**src/rtl/serial_pkg.sv**
```systemverilog
`default_nettype none
// ============================================================================
// Package     : serial_pkg
// Description : Types and constants shared by the serial link transmitter
//               and receiver.
// Revision    : 1.0 - initial release
// ============================================================================
package serial_pkg;

  // Word width used on both ends of the serial link
  localparam int SERIAL_WORD_W = 8;

  // Transmitter control states
  typedef enum logic [1:0] {
    IDLE     = 2'd0,
    SHIFT    = 2'd1,
    WAIT_ACK = 2'd2
  } tx_state_t;

endpackage
`default_nettype wire

```
**src/rtl/serializador.sv**
```systemverilog
`default_nettype none
// ============================================================================
// Module      : serializador
// Description : Parallel-to-serial transmitter. Takes one word from the queue,
//               shifts it out MSB first with a per-bit write strobe, then
//               waits for the far-end acknowledge or a timeout.
// Revision    : 1.0 - initial release
// ============================================================================
module serializador
  import serial_pkg::*;
#(
  parameter int DATA_WIDTH  = SERIAL_WORD_W,
  parameter int ACK_TIMEOUT = 32
) (
  input  logic                  clock_100KHz,
  input  logic                  reset,
  input  logic [DATA_WIDTH-1:0] data_in,
  input  logic                  valid_in,
  output logic                  ready_out,
  output logic                  data_out,
  output logic                  write_out,
  input  logic                  ack_in,
  output logic                  done_out,
  output logic                  err_out,
  output logic [7:0]            frames_out
);

  localparam int CNT_W = (DATA_WIDTH  > 1) ? $clog2(DATA_WIDTH)  : 1;
  localparam int TO_W  = (ACK_TIMEOUT > 1) ? $clog2(ACK_TIMEOUT) : 1;

  localparam logic [CNT_W-1:0] BIT_LAST = CNT_W'(DATA_WIDTH - 1);
  localparam logic [TO_W-1:0]  TO_LAST  = TO_W'(ACK_TIMEOUT - 1);

  tx_state_t             state;
  logic [DATA_WIDTH-1:0] shreg;
  logic [CNT_W-1:0]      bit_cnt;
  logic [TO_W-1:0]       to_cnt;

  // Frame sequencer: the MSB is driven on the accept edge itself, so the
  // remaining DATA_WIDTH-1 bits come from the shift register and the bit
  // counter reaching zero marks the cycle in which the last bit is on the line.
  always_ff @(posedge clock_100KHz or negedge reset) begin
    if (!reset) begin
      state      <= IDLE;
      shreg      <= '0;
      bit_cnt    <= '0;
      to_cnt     <= '0;
      frames_out <= '0;
      ready_out  <= 1'b1;
      data_out   <= 1'b0;
      write_out  <= 1'b0;
      done_out   <= 1'b0;
      err_out    <= 1'b0;
    end else begin
      done_out <= 1'b0;
      err_out  <= 1'b0;
      case (state)
        IDLE: begin
          data_out  <= 1'b0;
          write_out <= 1'b0;
          if (valid_in && ready_out) begin
            data_out  <= data_in[DATA_WIDTH-1];
            write_out <= 1'b1;
            shreg     <= data_in << 1;
            bit_cnt   <= BIT_LAST;
            ready_out <= 1'b0;
            state     <= SHIFT;
          end
        end
        SHIFT: begin
          if (bit_cnt == '0) begin
            // last bit has just been on the line; stop strobing
            data_out  <= 1'b0;
            write_out <= 1'b0;
            to_cnt    <= '0;
            state     <= WAIT_ACK;
          end else begin
            data_out  <= shreg[DATA_WIDTH-1];
            write_out <= 1'b1;
            shreg     <= shreg << 1;
            bit_cnt   <= bit_cnt - 1'b1;
          end
        end
        WAIT_ACK: begin
          data_out  <= 1'b0;
          write_out <= 1'b0;
          // acknowledge takes priority over a coincident timeout
          if (ack_in) begin
            done_out   <= 1'b1;
            frames_out <= frames_out + 8'd1;
            ready_out  <= 1'b1;
            state      <= IDLE;
          end else if (to_cnt == TO_LAST) begin
            err_out   <= 1'b1;
            ready_out <= 1'b1;
            state     <= IDLE;
          end else begin
            to_cnt <= to_cnt + 1'b1;
          end
        end
        default: begin
          ready_out <= 1'b1;
          state     <= IDLE;
        end
      endcase
    end
  end

endmodule
`default_nettype wire

```
**config.mk**
```make
export PLATFORM = sky130hd
export DESIGN_NAME = serializador
export DESIGN_NICKNAME = d
export VERILOG_FILES = /design/src/rtl/serial_pkg.sv /design/src/rtl/serializador.sv
export SDC_FILE = /design/constraint.sdc
export NUM_CORES = 1
export LEC_CHECK = 0
export CORE_MARGIN = 4
export CORE_UTILIZATION = 52
export CTS_CLUSTER_DIAMETER = 150
export DETAILED_ROUTE_END_ITERATION = 12
export HOLD_SLACK_MARGIN = 0.1
export PLACE_DENSITY = 0.78
export SETUP_SLACK_MARGIN = 0.02
export SLEW_MARGIN = 15
export SYNTH_ARGS = -nofsm -noshare
export SYNTH_HDL_FRONTEND = slang
export SYNTH_SLANG_ARGS = --single-unit
```
**constraint.sdc**
```tcl
create_clock -name clock_100KHz -period 2.5 [get_ports clock_100KHz]
set_input_delay 0.5 -clock clock_100KHz [delete_from_list [all_inputs] [get_ports clock_100KHz]]
set_output_delay 0.5 -clock clock_100KHz [all_outputs]
set_load 0.02 [all_outputs]
```
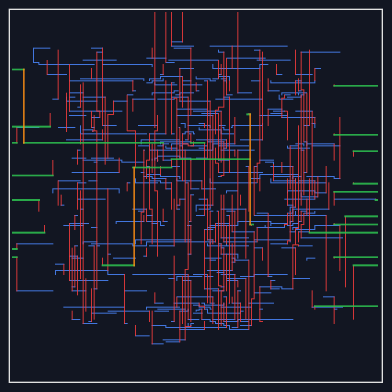
layers.png
(6 px per um)
layer	colour	wire length
M4	orange	46.9 um
M3	green	152 um
M2	red	1360 um
M1	blue	1080 um
mean routed wirelength per cell: 13.8 um
Total GRT Usage: 15.6%
final wirelength: 2.64 mm
via total after detailed routing: 1044

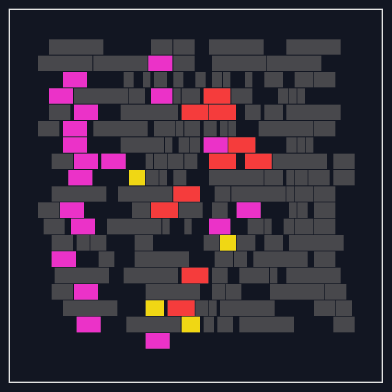
gates.png
(6 px per um)
family	colour	cells
fa/ha/maj cells	red	10
mux cells	magenta	19
non-inverting ao/oa cells	yellow	4
combinational fraction of the cell area: 38.8%
most common cell after layout, fill and taps aside: dfrtp_1
final cell count without fillers: 191

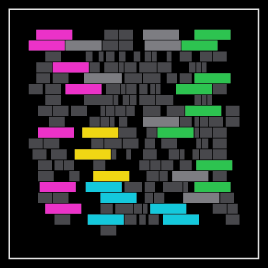
ff_map.png
(4 px per um) Other sequential cells in the stronger grey, the rest of the logic in the fainter grey.
signal	colour	placed flops
bit_cnt	yellow	3
to_cnt	cyan	5
frames_out	green	8
shreg	magenta	7
not coloured	7
final design utilization: 67.5%
Flop+latch power: 717 uW

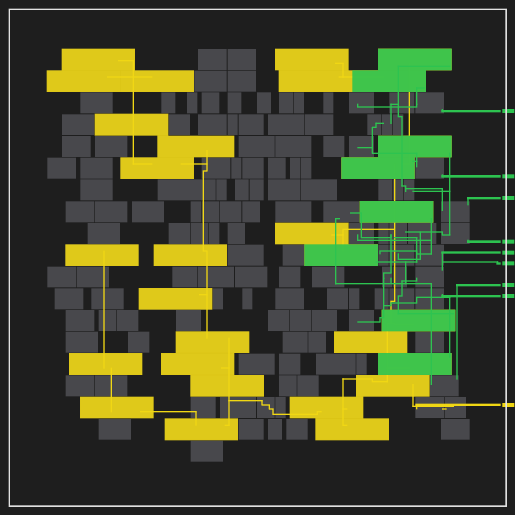
port_trees.png
(8 px per um)
port	colour	direction	edge	end cells	wire
frames_out	green	output	right	8	274 um
reset	yellow	input	right	30	203 um
number of top-level pins: 25
number of port buffers: 24

==> run summary <==
Latest figures from synthesis and place and route.

The synthesized netlist cell count is 127. The hold-fix buffer count after cts is 0. The number of logged tool warnings is 30. The area taken by sequential standard cells is reported as 752 um^2. The half-perimeter wire length after placement is 2.00 mm. The placement summary gives the final routability congestion estimate as 0.753. TritonCTS built the clock tree. The register clock-pin slew on the reported worst setup and hold paths is 0.09 ns.

In this run, the synthesized area fraction spent on AND-OR/OR-AND gates is recorded as 9.02%. After layout, the clock buffer instance count stands at 7. The number of flip-flops and latches is 30. The floorplan has 19 rows. The run finished with clean final reports. The first global-routing pass estimated 4.31 mm of wire. The total number of cells along the worst setup path is 5.

The family of cells with the greatest summed delay on the critical path is AND-OR/OR-AND gates. The register share of total power is 40.9%. The busiest metal layer after global routing is met2. The met1 routing resource usage after global routing is 16.7%. The number of clock buffers added by TritonCTS is 5. For the final database, setup skew stands at 0.00630 ns.

For the worst setup path, the data required time is 2.70 ns. The share of Yosys cell area claimed by the top area cell type is 48.0%. Per the synthesis report, the dominant area consumer among library cells is dfrtp_1. Global routing finished with a remaining overflow of 0. The simple logic cell fraction of the synthesized area is 12.4%. The number of maximum-capacitance violations recorded for the run is 0. Setup repair after global routing left no endpoint under its margin. By instance count after routing, the leading logic cell types are dfrtp_1, clkdlybuf4s50_1, mux2_2, ha_1, inv_1. From the final report, the count of setup violators was given as 0. The number of enable-type register cells in the synthesized netlist is 0. The power report shows net switching accounting for 33.4% of the total. For the pin with the worst max-slew slack, the measured transition is 0.500 ns. The depth of the worst register-to-register path is 5.

The initial antenna violation count is 0. The starting DRC count in detailed routing is 47. The number of ordinary and repair buffers in the finished layout is 26. Tracing the worst setup path back leads to its startpoint at state[1]. The beginning of the worst register-to-register path is state[1]. The initial utilization of the core area, before any placement, comes to 54.9%. The cell area after placement is 1800 um^2.

The via count of the first global-routing pass is 1014. Before antenna repair, the detailed router went through 4 iterations. The vertical die dimension reported for this design is 61.9 um. The cell area after layout is 1860 um^2.

The total internal power is 1.17 mW. Measured against the total synthesized area, the mux share comes to 14.0%. The slowest stage of the critical path is the a211oi_4 cell. STA reports a reg2reg setup slack of 0.46 ns.

The average cell area after synthesis is 11.9 um^2. The number of placed instances, taps included is 183. The layout report lists the multi-input gate area as 722 um^2. Traced cell by cell, the critical path runs through inv_1 -> ha_1 -> nor2_1 -> a211oi_4 -> mux2_2. The smallest setup slack after layout is 0.461 ns.

The commonest register cell after synthesis is dfrtp_1. The buffer and inverter count on the worst path is 1. The wire length on met2 is 1.36 mm.

In this run the most critical hold path is launched from frames_out[7]. The capture point of the worst register-to-register path is recorded as shreg[4]. Per the area breakdown, the dominant cell category is registers. The clock tree cell share of total cell area is 3.23%. The overall die size recorded for this design is 3840 um^2.

On the critical path the data arrives at 2.24 ns. Counting I/O delays and the setup requirement, the final critical path takes 2.04 ns. The number of hold violations in the final report is 0. The filler cells instantiated in the layout total 228. The peak supply drop is 0.000824 V. Dividing the final minimum period by the clock period gives 81.6%.

The buffer type at the clock tree root is clkbuf_4. The antenna diode instance count is 0. The number of setup buffers added after CTS is 0. Synthesis instantiated 35 different standard cells from the library. The vias per cell is 5.47. The met3 routed wirelength is 151 um. Buffers outside the clock tree occupy 13.7% of the routed design's cell area. STA lists the maximum fanout along the critical path as 10. The global routing usage on met2 is 28.1%. Looking at the hold checks, the worst path lands on frames_out[7].

For reference, XOR and XNOR gates occupy 4.05% of the area reported after synthesis. The clock latency on the worst-skew pair is 0.32 ns. The worst slack at placement is 0.318 ns.
[power groups by stage]
stage	combinational (mW)	sequential, mW	clock (mW)
2_1_floorplan	0.532	0.738	0
3_3_place_gp	0.725	0.715	0
3_5_place_dp	0.755	0.724	0
4_1_cts	0.758	0.716	0.301
5_1_grt	0.826	0.734	0.320
6_report	0.746	0.717	0.291
[registers in the layout, summed over array words and instances (netlist names)]
name        cells
state           2
shreg           7
done_out        1
ready_out       1
to_cnt          5
data_out        1
frames_out      8
bit_cnt         3
write_out       1
err_out         1
[synth_stat cells, drive strengths merged, types with 2 or more instances]
cell type and count:
nand3 4, nand2 7, xnor2 2, mux2 17, inv 9, nor2 5, nand2b 2, xor2 5
nor3 4, a22o 2, o21a 2, mux2i 2, a2bb2oi 2, nor2b 3, and3b 2, dfrtp 29
a21boi 2, o31ai 3, ha 10
No activity file was given, so power comes from the tool's default toggle rates.
